### config.mk
export PLATFORM = sky130hd
export DESIGN_NAME = fork_sched
export DESIGN_NICKNAME = d
export VERILOG_FILES = /design/src/rtl/fork_sched_pkg.sv /design/src/rtl/fork_sched_rr_pick.sv /design/src/rtl/fork_sched.sv
export SDC_FILE = /design/constraint.sdc
export NUM_CORES = 1
export LEC_CHECK = 0
export CAP_MARGIN = 20
export CORE_ASPECT_RATIO = 1.25
export CORE_UTILIZATION = 46
export CTS_CLUSTER_SIZE = 24
export DETAILED_ROUTE_END_ITERATION = 6
export PLACE_DENSITY = 0.89
export SETUP_SLACK_MARGIN = 0.02
export SYNTH_ARGS = -nofsm -noshare
export SYNTH_HDL_FRONTEND = slang
export SYNTH_SLANG_ARGS = --single-unit
### constraint.sdc
create_clock -name clk -period 5.6 [get_ports clk]
set_clock_uncertainty 0.1 [all_clocks]
set_input_delay 1.4 -clock clk [delete_from_list [all_inputs] [get_ports clk]]
set_output_delay 1.4 -clock clk [all_outputs]
set_load 0.01 [all_outputs]
### src/rtl/fork_sched_pkg.sv
// Shared constants and types for the fork scheduler.
package fork_sched_pkg;

    // Fork context: {start, ptr[15:0], pc[15:0]}
    localparam int CXT_W     = 33;
    localparam int START_BIT = 32;
    localparam int PTR_LSB   = 16;
    localparam int PC_LSB    = 0;
    localparam int PTR_W     = 16;
    localparam int PC_W      = 16;

    typedef enum logic {
        ARB    = 1'b0,
        LAUNCH = 1'b1
    } state_t;

endpackage

### src/rtl/fork_sched_rr_pick.sv
// Round-robin first-one finder: returns the first set bit of req at or
// after index start, wrapping modulo N. start = 0 gives fixed priority.
module rr_pick #(
    parameter int N  = 4,
    parameter int IW = (N > 1) ? $clog2(N) : 1
) (
    input  logic [N-1:0]  req,
    input  logic [IW-1:0] start,
    output logic          found,
    output logic [IW-1:0] idx
);

    // Scan N positions starting at start; the first hit wins.
    always_comb begin
        found = 1'b0;
        idx   = '0;
        for (int k = 0; k < N; k++) begin
            if (!found && req[(int'(start) + k) % N]) begin
                found = 1'b1;
                idx   = IW'((int'(start) + k) % N);
            end
        end
    end

endmodule

### src/rtl/fork_sched.sv
// Central fork scheduler: round-robin among busy requesters, launches the
// child on the lowest-index idle core with a one-cycle context pulse.
module fork_sched #(
    parameter int NCORES = 4,
    parameter int CXT_W  = fork_sched_pkg::CXT_W
) (
    input  logic                    clk,
    input  logic                    rst_n,
    input  logic [NCORES-1:0]       fork_req,
    input  logic [NCORES*16-1:0]    fork_ptr,
    input  logic [NCORES*16-1:0]    fork_pc,
    input  logic [NCORES-1:0]       halt,
    output logic [NCORES-1:0]       fork_ack,
    output logic [NCORES*CXT_W-1:0] fork_cxt,
    output logic [NCORES-1:0]       core_busy,
    output logic                    all_idle
);
    import fork_sched_pkg::*;

    localparam int IW = $clog2(NCORES);

    state_t                    state, state_d;
    logic [IW-1:0]             rr, rr_d;
    logic [IW-1:0]             r_q, t_q;
    logic                      lat_en;
    logic [NCORES-1:0]         ack_d, busy_d;
    logic [NCORES*CXT_W-1:0]   cxt_d;
    logic                      idle_d;

    logic                      r_found, t_found;
    logic [IW-1:0]             r_idx, t_idx;

    // Only running cores may fork; idle cores are valid targets.
    rr_pick #(.N(NCORES), .IW(IW)) u_req_pick (
        .req   (fork_req & core_busy),
        .start (rr),
        .found (r_found),
        .idx   (r_idx)
    );

    rr_pick #(.N(NCORES), .IW(IW)) u_free_pick (
        .req   (~core_busy),
        .start ('0),
        .found (t_found),
        .idx   (t_idx)
    );

    // State register.
    always_ff @(posedge clk) begin
        if (!rst_n) state <= ARB;
        else        state <= state_d;
    end

    // Next state and next values of the registered outputs.
    always_comb begin
        state_d = state;
        rr_d    = rr;
        lat_en  = 1'b0;
        ack_d   = '0;
        cxt_d   = '0;
        busy_d  = core_busy & ~halt;
        idle_d  = (core_busy == '0) && (state == ARB);
        case (state)
            ARB: begin
                if (r_found && t_found) begin
                    state_d = LAUNCH;
                    lat_en  = 1'b1;
                    ack_d[r_idx] = 1'b1;
                    cxt_d[int'(t_idx)*CXT_W + START_BIT] = 1'b1;
                    cxt_d[int'(t_idx)*CXT_W + PTR_LSB +: PTR_W] = fork_ptr[int'(r_idx)*16 +: 16];
                    cxt_d[int'(t_idx)*CXT_W + PC_LSB  +: PC_W]  = fork_pc[int'(r_idx)*16 +: 16];
                end
            end
            LAUNCH: begin
                // Target becomes busy as the start pulse ends; a halt of
                // the target cannot coincide since it was idle.
                busy_d[t_q] = 1'b1;
                rr_d        = (r_q == IW'(NCORES-1)) ? '0 : r_q + 1'b1;
                state_d     = ARB;
            end
            default: state_d = ARB;
        endcase
    end

    // Datapath and registered outputs; reset drops any pending launch.
    always_ff @(posedge clk) begin
        if (!rst_n) begin
            rr        <= '0;
            r_q       <= '0;
            t_q       <= '0;
            fork_ack  <= '0;
            fork_cxt  <= '0;
            core_busy <= NCORES'(1);
            all_idle  <= 1'b0;
        end else begin
            rr        <= rr_d;
            fork_ack  <= ack_d;
            fork_cxt  <= cxt_d;
            core_busy <= busy_d;
            all_idle  <= idle_d;
            if (lat_en) begin
                r_q <= r_idx;
                t_q <= t_idx;
            end
        end
    end

endmodule

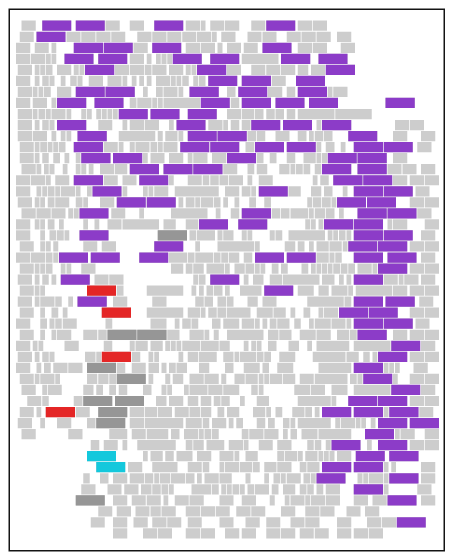
**Above:** run 1 (where the registers sit).
`fork_ack` -> red  # flops 4, where left middle
`rr` -> cyan  # flops 2
`fork_cxt` -> purple  # flops 132, where widely spread
not colored = 10

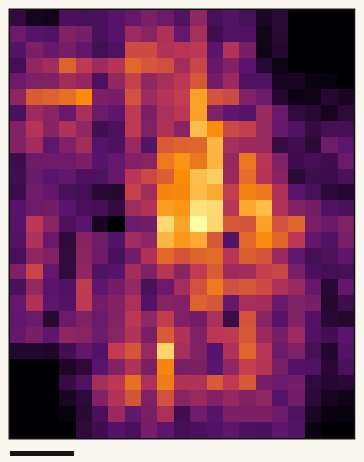
**Above:** run 1 (routed metal per tile).
Bar = 20 µm. The die is cut into 21 by 27 equal tiles; black is low, pale yellow is high, scaled to the fullest tile. Values are wire area over tile area, all layers added.
fullest tile = 0.80
emptiest ninth of the die = top right
tiles over half the peak = 20%
densest ninth of the die = middle
mean over tiles = 0.27
nearly empty tiles = 6.3%

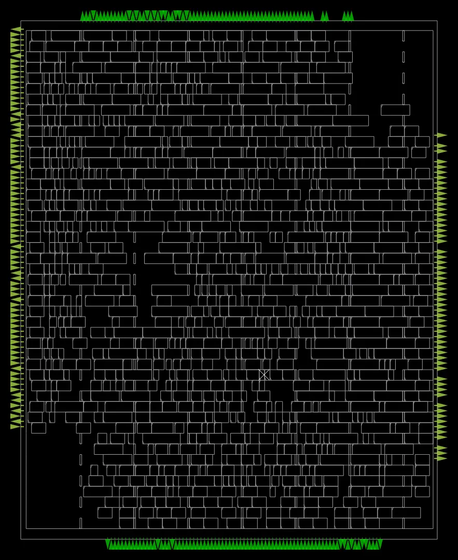
**Above:** run 1 (cell outlines without signal wires).
fraction of area in registers: 30.3%
Fillers: 964
flop count: 148

==> flow_metrics.tcl, run 1 <==
# collected from the flow reports
set metrics [dict create \
    endpoint_kind "register" \
    final_cell_mix "clkdlybuf4s50_1, dfxtp_1, nand2_1, nor2_1, nand3_1" \
    grt_pass1_wl_um 35000 \
    ys_sh_simple_pct 24.3 \
    synthesis.nets 880 \
    clockNetworkAreaShare_pct 6.02 \
    p_clk_share_pct 43.5 \
    crit_type "in -> reg" \
    nMultiInputCombCells 527 \
    final-comb-area_um2 3070 \
    endpoint "fork_cxt[109]$_SDFF_PP0_" \
    post_cts_buffers 0 \
    critPathTopFamily "simple AND/OR/NAND/NOR gates" \
    ys_top_cells_by_count "dfxtp_1, nand2_1, nor2_1" \
    ys_sh_xor_pct 0 \
    syn2layout_area_growth_pct 54.4 \
    status "finished, violations left" \
    r2r_slack_ns 1.62 \
    largest_cell_class "multi-input combinational cells" \
    swShare_pct 27.7 \
    flop_cell "dfxtp_1" \
    place_congestion 0.979 \
    seq_area_um2 2960 \
    rows 47 \
    cts_hold_buffers 0 \
    fp.dieW_um 107 \
    yosys_cells 733 \
    comb_power_share_pct 15.4 \
    cp.required_ns 5.78 \
    syn-cell-area_um2 6320 \
    finalInstanceArea_um2 9760 \
    non_clock_inverter_count 16 \
    antenna_cells 0 \
    final_nets 1146 \
    htree_levels 4 \
    dp_slack_ns 0.802 \
    die_area_um2 14200 \
    worst_hold_slack_ns 0.438 \
    pg_clk_mw 1.14 \
    grt_pass1_vias 6696 \
    cp-start-kind "input pin" \
    syn_avg_cell_area_um2 8.63 \
    dp.cells 1151 \
    met2_usage_pct 56.8 \
    top_register "fork_cxt" \
    core_util_floorplan_pct 47.4 \
    edf_count 0 \
    fa_ha_area_share_pct 1.78 \
    cap_violations 0 \
    drtIter0Drc 618 \
    cts_root_buf "clkbuf_16" \
    yosysWarnings 0 \
    p_seq_share_pct 41.2 \
    min_path_type "reg -> reg" \
    cp.arrival_ns 4.78 \
    dr_wl_met3_um 1770 \
    cp_max_fo 16 \
    instances_no_fill 1183 \
    violations "design-rule violations" \
    use_met1_pct 34.7 \
    clk_latency_ns 0.43 \
    async_reset_ff_share_pct 0 \
    hold_end "core_busy[0]$_SDFF_PN1_" \
    yosys.area_share.aoi_pct 15.6 \
    vdd_drop_max_v 0.000196 \
    drive_gt1_share_pct 7.71 \
    design.core.area_um2 13300 \
    utilization_pct 73.1 \
    p_int_mw 1.89 \
    io_pins 279 \
    yosysSeqAreaShare_pct 46.9 \
    slowest_delay_ns 0.59 \
    postRouteAntennaNets 0 \
    yosys.area.top_type "dfxtp_1" \
    crit_top_cell "nand2_1" \
    warnings 33 \
    drc 1 \
]
==> inputs of run 2 (changes only) <==
--- a/config.mk
+++ b/config.mk
@@ -7,10 +7,10 @@
 export LEC_CHECK = 0
 export CAP_MARGIN = 20
 export CORE_ASPECT_RATIO = 1.25
-export CORE_UTILIZATION = 46
+export CORE_UTILIZATION = 38
 export CTS_CLUSTER_SIZE = 24
 export DETAILED_ROUTE_END_ITERATION = 6
-export PLACE_DENSITY = 0.89
+export PLACE_DENSITY = 0.79
 export SETUP_SLACK_MARGIN = 0.02
 export SYNTH_ARGS = -nofsm -noshare
 export SYNTH_HDL_FRONTEND = slang
==> constraint.sdc (replaced) <==
create_clock -name clk -period 3.71 [get_ports clk]
set_clock_uncertainty 0.1 [all_clocks]
set_input_delay 0.9275 -clock clk [delete_from_list [all_inputs] [get_ports clk]]
set_output_delay 0.9275 -clock clk [all_outputs]
set_load 0.01 [all_outputs]
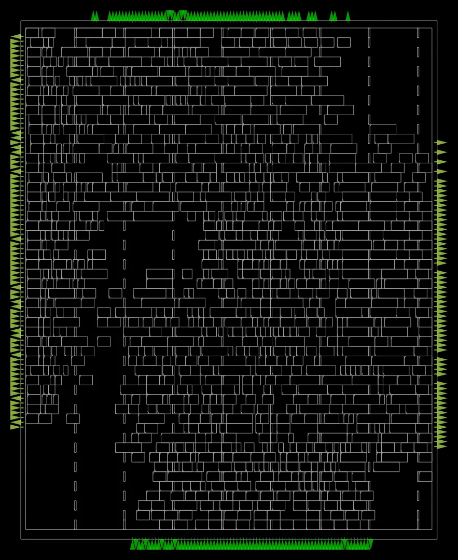
**Above:** run 2 (cell outlines without signal wires).
fraction of area in registers: 28.8%
standard-cell rows: 52

==> run 2 against run 1 <==
The flow now finishes without violations. Design area is 5.3% higher. Synthesized cell count unchanged. Routed wire length decreased by 1.5%. Flip-flop count stayed put. Via count down 1.9%. Setup slack got worse by 0.72 ns. Highest routed layer unchanged. Final cell count increased by 8.5%. Utilization shrank 9.7 points. Clock power grew 54%.
==> flow_metrics.tcl, run 2 <==
# collected from the flow reports
set metrics [dict create \
    status "finished, final reports clean" \
    instances_no_fill 1284 \
    cts_hold_buffers 0 \
    design_power_total_mw 4.03 \
    drc 0 \
    endpoint "fork_cxt[116]$_SDFF_PP0_" \
    met2_usage_pct 47.2 \
    warnings 33 \
    fp.dieW_um 117 \
    dp_slack_ns -0.104 \
    non_clock_inverter_count 16 \
    worst_hold_slack_ns 0.440 \
    yosys.area.top_type "dfxtp_1" \
    ys_sh_xor_pct 0 \
    slowest_delay_ns 0.41 \
    grt_pass1_vias 6572 \
    design.core.area_um2 16200 \
    endpoint_kind "register" \
    drive_gt1_share_pct 12.5 \
    largest_register_ffs 132 \
    r2r_slack_ns 0.48 \
    largest_cell_class "non-clock buffers" \
    async_reset_ff_share_pct 0 \
    crit_top_cell "buf_4" \
    syn2layout_area_growth_pct 62.6 \
    cp.arrival_ns 3.63 \
    dp.cells 1252 \
    syn_avg_cell_area_um2 8.63 \
    crit_type "in -> reg" \
    cp_max_fo 10 \
    post_cts_buffers 0 \
    io_pins 279 \
    nMultiInputCombCells 527 \
    wl_met1_um 8350 \
    p_int_mw 2.97 \
    nFillCells 1323 \
    cap_violations 0 \
    final_cell_mix "clkdlybuf4s50_1, dfxtp_1, nand2_1, nor2_1, buf_4" \
    pg_clk_mw 1.76 \
    top_register "fork_cxt" \
    utilization_pct 63.5 \
    final_max_slew_viol_count 0 \
    seq_cells 148 \
    cp.required_ns 3.91 \
    grt_start_max_net_pins 36 \
    syn-cell-area_um2 6320 \
    clk_latency_ns 0.43 \
    min_path_type "reg -> reg" \
    p_clk_share_pct 43.6 \
    seq_area_um2 2960 \
    postRouteAntennaNets 0 \
    grt-ovfl-total 0 \
    hp-start "t_q[0]$_SDFFE_PN0P_" \
    final_nets 1202 \
    swShare_pct 26.4 \
    drtIter0Drc 412 \
    ys_sh_simple_pct 24.3 \
    place_congestion 0.972 \
    antenna_cells 0 \
    yosys.area_share.aoi_pct 15.6 \
    core_util_floorplan_pct 39.0 \
    finalInstanceArea_um2 10300 \
    flop_cell "dfxtp_1" \
    die_area_um2 17200 \
    vdd_drop_max_v 0.000293 \
    dr_wl_met3_um 1580 \
    yosysSeqAreaShare_pct 46.9 \
    drt_wl_total_um 22400 \
    critPathTopFamily "buffers and inverters" \
    ys_top_cells_by_count "dfxtp_1, nand2_1, nor2_1" \
    yosysWarnings 0 \
    synth_cell_types 67 \
    comb_power_share_pct 16.1 \
    powerSeq_mw 1.63 \
    htree_levels 4 \
    p_sw_mw 1.06 \
    hold_end "core_busy[3]$_SDFF_PN0_" \
    cts_root_buf "clkbuf_16" \
    grt_pass1_wl_um 35000 \
    edf_count 0 \
    p_seq_share_pct 40.3 \
    final-comb-area_um2 3070 \
    fa_ha_area_share_pct 1.78 \
]
Power and IR drop assume default switching activity.
